$ cat config.mk
export PLATFORM = sky130hd
export DESIGN_NAME = fifo_to_between
export DESIGN_NICKNAME = d
export VERILOG_FILES = /design/src/rtl/fifo_to_between.sv
export SDC_FILE = /design/constraint.sdc
export NUM_CORES = 1
export LEC_CHECK = 0
export ABC_CLOCK_PERIOD_IN_PS = 2800
export CORE_MARGIN = 2
export CORE_UTILIZATION = 41
export DETAILED_ROUTE_END_ITERATION = 16
export PLACE_DENSITY = 0.67
export REMOVE_ABC_BUFFERS = 1
export SLEW_MARGIN = 20
export SYNTH_ARGS = -nofsm -noshare
export SYNTH_HDL_FRONTEND = slang
export SYNTH_SLANG_ARGS = --single-unit
export TNS_END_PERCENT = 10
$ cat constraint.sdc
create_clock -name clk -period 2.8 [get_ports clk]
set_input_delay 0.42 -clock clk [delete_from_list [all_inputs] [get_ports clk]]
set_output_delay 0.42 -clock clk [all_outputs]
set_load 0.05 [all_outputs]
$ cat src/rtl/fifo_to_between.sv
`default_nettype none
// ============================================================================
// Module   : fifo_to_between
// Purpose  : Pops bytes from an upstream FIFO, folds each one into a running
//            CRC-8 (poly 0x07), then sends it over t0..t7 using a four-phase
//            tsent/trecieve handshake with per-phase timeouts.
// Revision : 1.0 - initial release
// ============================================================================
module fifo_to_between #(
  parameter int TIMEOUT = 255
) (
  input  logic       clk,
  input  logic       reset,
  input  logic       enable,
  input  logic       fifo_empty,
  input  logic [7:0] fifo_data,
  input  logic       trecieve,
  output logic       fifo_re,
  output logic       t0,
  output logic       t1,
  output logic       t2,
  output logic       t3,
  output logic       t4,
  output logic       t5,
  output logic       t6,
  output logic       t7,
  output logic       tsent,
  output logic       isFinish,
  output logic [7:0] CRC,
  output logic [3:0] error
);

  localparam logic [2:0] c_ST_IDLE    = 3'd0;
  localparam logic [2:0] c_ST_READ    = 3'd1;
  localparam logic [2:0] c_ST_LATCH   = 3'd2;
  localparam logic [2:0] c_ST_CRC     = 3'd3;
  localparam logic [2:0] c_ST_SEND    = 3'd4;
  localparam logic [2:0] c_ST_RELEASE = 3'd5;

  localparam logic [7:0] c_POLY    = 8'h07;
  localparam logic [7:0] c_TIMEOUT = 8'(TIMEOUT);

  logic [2:0] r_state;
  logic [2:0] w_state_next;
  logic [7:0] r_byte;
  logic [2:0] r_bit_idx;
  logic [7:0] r_cnt;
  logic [7:0] r_crc;
  logic [2:0] r_err;

  logic [7:0] w_cnt_inc;
  logic       w_cnt_expired;
  logic       w_fb;
  logic [7:0] w_crc_next;
  logic       w_spurious_ack;

  // The phase counter counts the current cycle too, so a phase lasts at most
  // TIMEOUT enabled cycles.
  assign w_cnt_inc     = r_cnt + 8'd1;
  assign w_cnt_expired = (w_cnt_inc == c_TIMEOUT);

  assign w_fb       = r_byte[r_bit_idx] ^ r_crc[7];
  assign w_crc_next = {r_crc[6:0], 1'b0} ^ (w_fb ? c_POLY : 8'h00);

  assign w_spurious_ack = trecieve &&
                          ((r_state == c_ST_READ) ||
                           (r_state == c_ST_LATCH) ||
                           (r_state == c_ST_CRC));

  // State register
  always_ff @(posedge clk or posedge reset) begin
    if (reset) begin
      r_state <= c_ST_IDLE;
    end else if (enable) begin
      r_state <= w_state_next;
    end
  end

  // Next-state logic
  always_comb begin
    w_state_next = r_state;
    case (r_state)
      c_ST_IDLE: begin
        if (!trecieve && !fifo_empty) begin
          w_state_next = c_ST_READ;
        end
      end
      c_ST_READ:  w_state_next = c_ST_LATCH;
      c_ST_LATCH: w_state_next = c_ST_CRC;
      c_ST_CRC: begin
        if (r_bit_idx == 3'd0) begin
          w_state_next = c_ST_SEND;
        end
      end
      c_ST_SEND: begin
        // An expiring counter beats an acknowledge arriving in the same cycle.
        if (w_cnt_expired) begin
          w_state_next = c_ST_IDLE;
        end else if (trecieve) begin
          w_state_next = c_ST_RELEASE;
        end
      end
      c_ST_RELEASE: begin
        if (!trecieve || w_cnt_expired) begin
          w_state_next = c_ST_IDLE;
        end
      end
      default: w_state_next = c_ST_IDLE;
    endcase
  end

  // Datapath: byte register, CRC shifter, phase counter and sticky errors
  always_ff @(posedge clk or posedge reset) begin
    if (reset) begin
      r_byte    <= 8'h00;
      r_bit_idx <= 3'd0;
      r_cnt     <= 8'h00;
      r_crc     <= 8'h00;
      r_err     <= 3'b000;
    end else if (enable) begin
      case (r_state)
        c_ST_LATCH: begin
          r_byte    <= fifo_data;
          r_bit_idx <= 3'd7;
        end
        c_ST_CRC: begin
          r_crc     <= w_crc_next;
          r_bit_idx <= r_bit_idx - 3'd1;
        end
        c_ST_SEND: begin
          if (w_cnt_expired) begin
            r_cnt    <= 8'h00;
            r_err[0] <= 1'b1;
          end else if (trecieve) begin
            r_cnt <= 8'h00;
          end else begin
            r_cnt <= w_cnt_inc;
          end
        end
        c_ST_RELEASE: begin
          if (!trecieve) begin
            r_cnt <= 8'h00;
          end else if (w_cnt_expired) begin
            r_cnt    <= 8'h00;
            r_err[1] <= 1'b1;
          end else begin
            r_cnt <= w_cnt_inc;
          end
        end
        default: begin
        end
      endcase
      if (w_spurious_ack) begin
        r_err[2] <= 1'b1;
      end
    end
  end

  // Output decode; fifo_re is gated so a frozen READ never pops
  always_comb begin
    fifo_re  = 1'b0;
    tsent    = 1'b0;
    isFinish = 1'b0;
    case (r_state)
      c_ST_IDLE: isFinish = 1'b1;
      c_ST_READ: fifo_re  = enable;
      c_ST_SEND: tsent    = 1'b1;
      default: begin
      end
    endcase
  end

  assign {t0, t1, t2, t3, t4, t5, t6, t7} = r_byte;
  assign CRC   = r_crc;
  assign error = {1'b0, r_err};

endmodule
`default_nettype wire

==> CHANGELOG.md, run 1 <==
## Implementation

- Areal power density over the cells: around 1100 mW/mm^2
- Final worst hold slack: approximately 0.48 ns
- Most area-consuming cells after synthesis: sky130_fd_sc_hd__dfrtp_1 50%, sky130_fd_sc_hd__mux2_2 9.5%, sky130_fd_sc_hd__nand2_1 4.1%
- Number of setup buffers added after CTS: 0
- Combinational group power: 1.17 mW
- Number of buffers created by CTS: 5
- Yosys warns: 0
- Number of antenna violations at the first check in global routing: 0
- Iteration count of the initial detailed-routing pass: 4
- Leading cell types in the layout, fill and taps excluded: 33 x sky130_fd_sc_hd__dfrtp_1, 33 x sky130_fd_sc_hd__clkdlybuf4s50_1, 18 x sky130_fd_sc_hd__nand2_1
- Flops & latches, synth: 33
- Number of instances resized during post-cts repair: 0
- Kind of cell adding the most delay to the critical path: buffers and inverters
- OpenROAD warning count: 27
- Initial detailed-routing violation count: 51
- Clock root buffer: sky130_fd_sc_hd__clkbuf_8
- Part of the total power dissipated in sequential elements: about 36%
- Number of enable-type register cells in the synthesized netlist: 0
- Capture point of the worst reg-to-reg path: r_cnt[5]$_DFFE_PP0P_
- Status: finished clean
- Pre-Place Util: 42.3%
- Min Tclk post-route: 2.42 ns
- Worst Reg2Reg Path Length in Cells: 6
- Final count of hold timing violations: 0
- Comb pwr share: about 50%
- Power attributed to the clock group: approximately 0.35 mW
- Area fraction of the dominant cell type after synthesis: between 40% and 50%
- Critical path origin: r_state[0]$_DFFE_PP0P_
- Post-synthesis cell count from yosys: about 160
- Largest net degree at the start of global routing: 34
- Clock-pin slew of the registers on the worst-case setup and hold paths: around 0.060 ns
- Final max-slew violation count: 0
- Register cell area after layout: 826 sq um
- Net switching fraction of the power: around 44%
- Slack of the worst reg-to-reg path: approximately 0.58 ns
- Launch point of the worst reg-to-reg path: r_cnt[0]$_DFFE_PP0P_
- Setup repair after global routing missed its margin: false
- Number of nets at the end of the flow: 205
- Detail Route Antenna Nets: 0
- Fraction of the yosys area taken by sequential cells: between 40% and 50%
- Total number of clock tree sinks: 33
- Crit end category: primary output
- Cell Int Power: around 1.3 mW
- Count of max-cap constraint violations: 0
- Async set or reset register ratio after synthesis: 100%
- Cell depth of the worst hold path: 1
- Area taken by multi-input logic gates: 751 sq um
- Die extent in y: roughly 68 um
- Clk buf depth: 2
- Chip footprint: approximately 0.0046 sq mm
- Worst skew pair latency: between 0.2 and 0.3 ns
- All-layer global routing usage: 15.6%
- Final HPWL from detailed placement: between 2000 and 2500 um
- Vias in the first global route: ~1200
- Worst hold start: r_err[0]$_DFFE_PP0P_
- Headroom to the max-slew limit: between 50% and 60%
- Hold path endpoint: r_err[0]$_DFFE_PP0P_
- CP max stage delay: approximately 0.8 ns
- Core area: ~0.0039 sq mm
- Share of final-layout standard cells stronger than drive strength 1: 14.4%
- Avg Inst Size Synth: roughly 11 sq um
- Post-Syn Area: 0.00167 sq mm
- Distinct lib cells used: 36
- Clock share of power: 14.7%
- Slew at the pin closest to its max-slew limit: approximately 0.62 ns
- List of cells traversed by the critical path: nor2_1, and2_1, clkdlybuf4s50_1
- Top power consumer group: combinational logic
- Total of hold buffers inserted after clock tree synthesis: 0
- CTS tree: built
- Horiz. Die Dim: approximately 68 um
- Main flop type: sky130_fd_sc_hd__dfrtp_1
- Synthesized netlist cell count: about 160
- Fill cell count: 323
- Leakage power: around 0.9 nW
- Cell taking the most area after synthesis: sky130_fd_sc_hd__dfrtp_1
- Category of the critical setup timing path: flip-flop to primary output
- Crit. path cell count: 3
- Seq. pwr: approximately 0.83 mW
- Drc violations: 0
- Maximum net fanout on the critical path: 14
- Via count: around 1200
- Setup tns final: 0 ns
- Launching element type of the critical path: flip-flop
- Switching power total: approximately 1.0 mW
- Required time worst endpoint: approximately 2.4 ns
==> run 1: kinds of logic (layout without fill, tap and decap cells) <==
group                    after synthesis  count (layout)  share of synthesized area [%]
buffers and inverters                 17              48                           5.41
flip-flops                            33              33                           49.5
XOR/XNOR                               7               7                           3.68
AND-OR/OR-AND                         27              27                           10.1
other                                  1               1                          0.225
adder cells (fa/ha/maj)                4               4                           3.00
AND/OR/NAND/NOR                       51              51                           15.3
multiplexers                          17              17                           12.8
==> run 1: sequential cells by signal, summed over array words and instances (netlist names) <==
signal and cells:
r_cnt 8, CRC 8, r_state 3, r_byte 8
r_bit_idx 3, r_err 3
==> run 1: Yosys cell counts (all sizes together), types with 2 or more instances <==
library cell / instances
dfrtp: 33
clkbuf: 3
a31oi: 2
nor2b: 2
nand4: 2
xnor2: 6
buf: 8
o21ai: 12
o21bai: 3
mux4: 2
a21oi: 3
and2: 3
nand2b: 3
ha: 4
nand3: 8
nand2: 18
mux2: 14
inv: 6
nor2: 9
o211ai: 2
==> run 1: routing by layer <==
metal / GRT usage, % / wire [um] / up-vias
met5: 0 / 0 / -
met4: 5.36 / 33 / 0
met3: 5.00 / 133 / 4
met2: 26.0 / 1620 / 28
met1: 18.9 / 1380 / 596
li1: - / - / 598
==> run 1: area by class of cell <==
class	count	share of cell area [%]
Clock buffer	7	4.12
Multi-Input combinational cell	107	35.9
Sequential cell	33	39.5
Timing Repair Buffer	35	16.5
Tap cell	50	2.99
Inverter	6	1.08
==> run 1: per-stage QoR <==
step	utilization, %	instances	worst slack (ns)	cell area (sq um)	total power, mW
final	53.1	238	0.384	2090	2.35
after global routing	53.1	238	0.282	2090	2.49
after CTS	53.1	238	0.374	2090	2.38
after detailed placement	50.9	231	0.444	2010	2.02
after global placement	50.9	231	0.525	2010	1.99
after floorplan	-	146	0.772	1600	1.65
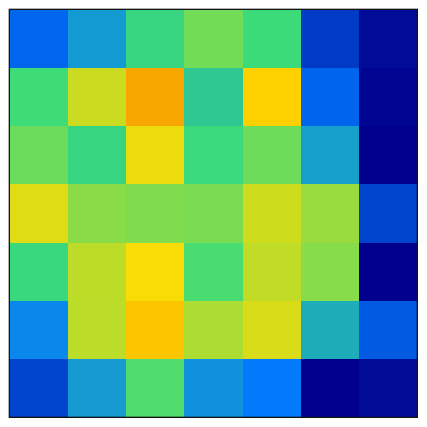
run_1/cell_density.png
(6 px per um) 7 x 7 tiles, from dark blue (low) to red (high), 0 to 100% covered.
- mean over tiles: 44%
- fullest tile: 81%
- nearly empty tiles: 8.2%
- tiles over 75% full: 6.1%
- emptiest ninth of the die: north-east

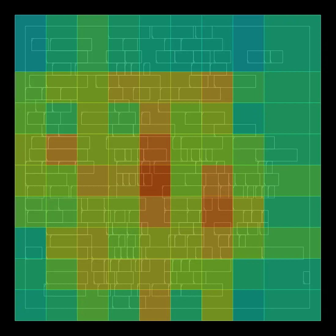
run_1/congestion.png
global routing met3 resource utilization: 5.00%
Core Util, Final: 53.1%
Avg WL per Cell: 13.3 um
GR peak layer: met2
grt met2 use: 26.0%

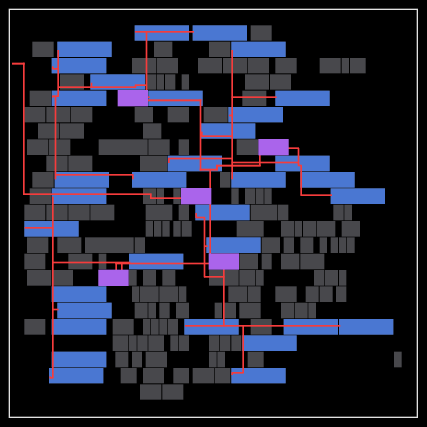
run_1/clk_routes.png
(6 px per um)
- clock drivers: purple (count 5)
- flip-flops: blue (count 33)
- clock wires: red (length 391 um)
- routed clock nets: 6

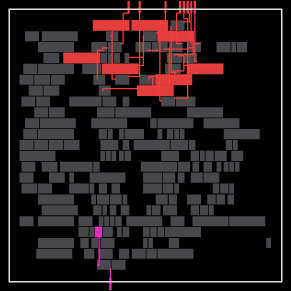
run_1/io_fan.png
(4 px per um)
- `CRC`: red (direction output; end cells 8; buffers 8; wire 259 um)
- `isFinish`: magenta (direction output; end cells 1; buffers 1; wire 10.8 um)
total of buffers placed on input and output ports: 34
I/O pins: 36

==> run 2: changes to the inputs <==
--- a/config.mk
+++ b/config.mk
@@ -6,10 +6,10 @@
 export NUM_CORES = 1
 export LEC_CHECK = 0
 export ABC_CLOCK_PERIOD_IN_PS = 2800
-export CORE_MARGIN = 2
 export CORE_UTILIZATION = 41
 export DETAILED_ROUTE_END_ITERATION = 16
 export PLACE_DENSITY = 0.67
+export RECOVER_POWER = 25
 export REMOVE_ABC_BUFFERS = 1
 export SLEW_MARGIN = 20
 export SYNTH_ARGS = -nofsm -noshare
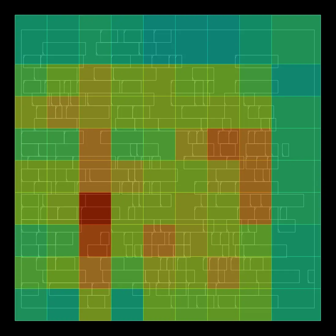
run_2/congestion.png
global routing met3 resource utilization: 4.69%
grt met2 use: 30.9%
fraction of met1 tracks used by global routing: 20.8%
Core Util, Final: 55.7%

==> run 2 against run 1 <==
Compared with the run above: the run now ends with max-capacitance violations, max-slew violations left; register-to-register slack better by 0.04 ns; critical endpoint unchanged; non-clock buffer count stayed put; via count is 0.24% higher; synthesized cell count stayed put; largest cell class unchanged; global-route usage is 1.9 points higher; worst hold slack worse by 0.0091 ns; core utilization is 2.6 points higher; synthesized area stayed put.
==> CHANGELOG.md, run 2 <==
## Implementation

- Async set or reset register ratio after synthesis: 100%
- Avg Inst Size Synth: ~11 sq um
- Number of antenna violations at the first check in global routing: 0
- Non-filler instance count after layout: 237
- Total of buffers placed on input and output ports: 34
- Category of the critical setup timing path: flip-flop to primary output
- Headroom to the max-slew limit: -17.9%
- Share of final-layout standard cells stronger than drive strength 1: approximately 15%
- Most area-consuming cells after synthesis: sky130_fd_sc_hd__dfrtp_1 50%, sky130_fd_sc_hd__mux2_2 9.5%, sky130_fd_sc_hd__nand2_1 4.1%
- Min Tclk post-route: roughly 2.4 ns
- Library cell with the highest instance count after synthesis: sky130_fd_sc_hd__dfrtp_1
- Required time worst endpoint: 2.38 ns
- Clock root buffer: sky130_fd_sc_hd__clkbuf_8
- Horiz. Die Dim: 65.8 um
- Clock-pin slew of the registers on the worst-case setup and hold paths: 0.07 ns
- Fill cell count: approximately 320
- Total number of clock tree sinks: 33
- Pre-Place Util: ~44%
- CP max stage delay: ~0.8 ns
- Main flop type: sky130_fd_sc_hd__dfrtp_1
- Cell taking the most area after synthesis: sky130_fd_sc_hd__dfrtp_1
- Slew at the pin closest to its max-slew limit: 1.77 ns
- Worst-case setup margin in the final layout: between 0.3 and 0.4 ns
- Number of setup buffers added after CTS: 0
- Kind of cell adding the most delay to the critical path: buffers and inverters
- Drc violations: 0
- All-layer global routing usage: between 10% and 20%
- Iteration count of the initial detailed-routing pass: 4
- Number of instances resized during post-cts repair: 0
- Post-Syn Area: about 0.0017 sq mm
- Worst skew pair latency: 0.28 ns
- Area growth from synthesis to layout: 26.1%
- OpenROAD warning count: 27
- Area fraction of the dominant cell type after synthesis: about half
- Detail Route Antenna Nets: 0
- Die extent in y: around 66 um
- Total of hold buffers inserted after clock tree synthesis: 0
- Number of nets at the end of the flow: 205
- List of cells traversed by the critical path: nor2_1, and2_1, clkdlybuf4s50_1
- Final HPWL from detailed placement: 2410 um
- Hold path endpoint: r_err[2]$_DFFE_PP0P_
- Number of enable-type register cells in the synthesized netlist: 0
- Maximum net fanout on the critical path: 14
- Setup tns final: 0 ns
- Highest clock frequency the design can meet: 413 MHz
- Pre-CTS setup slack: about 0.47 ns
- Finished layout cell area: approximately 0.0021 sq mm
- Status: finished with violations
- Leading cell types in the layout, fill and taps excluded: 33 x sky130_fd_sc_hd__dfrtp_1, 32 x sky130_fd_sc_hd__clkdlybuf4s50_1, 18 x sky130_fd_sc_hd__nand2_1
- Yosys warns: 0
- Setup repair after global routing missed its margin: false
- Initial detailed-routing violation count: just under 60
- Synthesized netlist cell count: roughly 160
- Number of buffers created by CTS: 5
- Cell depth of the worst hold path: 1
- Vias in the first global route: approximately 1200
- Avg WL per Cell: around 14 um
- Count of max-cap constraint violations: 1
- Launch point of the worst reg-to-reg path: r_cnt[1]$_DFFE_PP0P_
- Launching element type of the critical path: flip-flop
- Cell count after placement: roughly 230
- Capture point of the worst reg-to-reg path: r_cnt[7]$_DFFE_PP0P_
- Leakage power: just under 0.9 nW
- Final worst hold slack: about 0.47 ns
- Crit end category: primary output
- Failing checks: max-capacitance violations, max-slew violations
- Worst hold start: r_err[2]$_DFFE_PP0P_
- Areal power density over the cells: approximately 1100 mW/mm^2
- Fraction of the yosys area taken by sequential cells: between 40% and 50%
- Worst-case clock skew: slightly below 0.005 ns
- CTS tree: built
- Clk buf depth: 2
- Via count: approximately 1200
- Worst Reg2Reg Path Length in Cells: 6
- Core area: between 0.003 and 0.004 sq mm
- Post-synthesis cell count from yosys: approximately 160
- Final count of hold timing violations: 0
- Final max-slew violation count: 34
- Instance area at placement: roughly 0.002 sq mm
- Distinct lib cells used: 36
- Final total power: 2.40 mW
[run 2: layout make-up]
class	instances	area (sq um)	area share, %
flip-flops and latches	33	826	39.3
repair buffers	35	342	16.2
well taps	48	60.1	2.86
clock inverters	1	5.00	0.238
multi-input cells	107	751	35.7
clock buffers	7	96.3	4.58
inverters	6	22.5	1.07
[run 2: kinds of logic (layout without fill, tap and decap cells)]
| kind of cell | count (synthesis) | count (layout) | synth area share [%] |
|---|---|---|---|
| AND-OR/OR-AND | 27 | 27 | 10.1 |
| XOR/XNOR | 7 | 7 | 3.68 |
| adder cells (fa/ha/maj) | 4 | 4 | 3.00 |
| buffers and inverters | 17 | 49 | 5.41 |
| flip-flops | 33 | 33 | 49.5 |
| multiplexers | 17 | 17 | 12.8 |
| other | 1 | 1 | 0.225 |
| AND/OR/NAND/NOR | 51 | 51 | 15.3 |
[run 2: worst max-delay path by stage]
stage                      startpoint               endpoint  cells after the start
2_1_floorplan  r_state[0]$_DFFE_PP0P_               isFinish                      1
3_3_place_gp                   enable  r_byte[0]$_DFFE_PP0P_                      5
3_5_place_dp                   enable  r_byte[2]$_DFFE_PP0P_                      5
4_1_cts        r_state[0]$_DFFE_PP0P_                  tsent                      3
5_1_grt                         reset   r_err[0]$_DFFE_PP0P_                      3
6_report       r_state[0]$_DFFE_PP0P_                  tsent                      3
[run 2: layer usage]
layer  wire length, um  vias to the layer above  global-route usage, %  part of all wire [%]
met2              1730                       26                   30.9                    53
met4                29                        0                   4.08                  0.88
li1                  -                      602                      -                     -
met5                 0                        -                      0                     0
met3               117                        3                   4.69                   3.6
met1              1400                      598                   20.8                    43
[run 2: where the power goes]
part	total [mW]	switching (mW)	internal [mW]
clock	0.394	0.171	0.222
combinational	1.17	0.701	0.471
sequential	0.837	0.196	0.641
Power figures rest on the tool's default switching activity, not on a simulated workload.
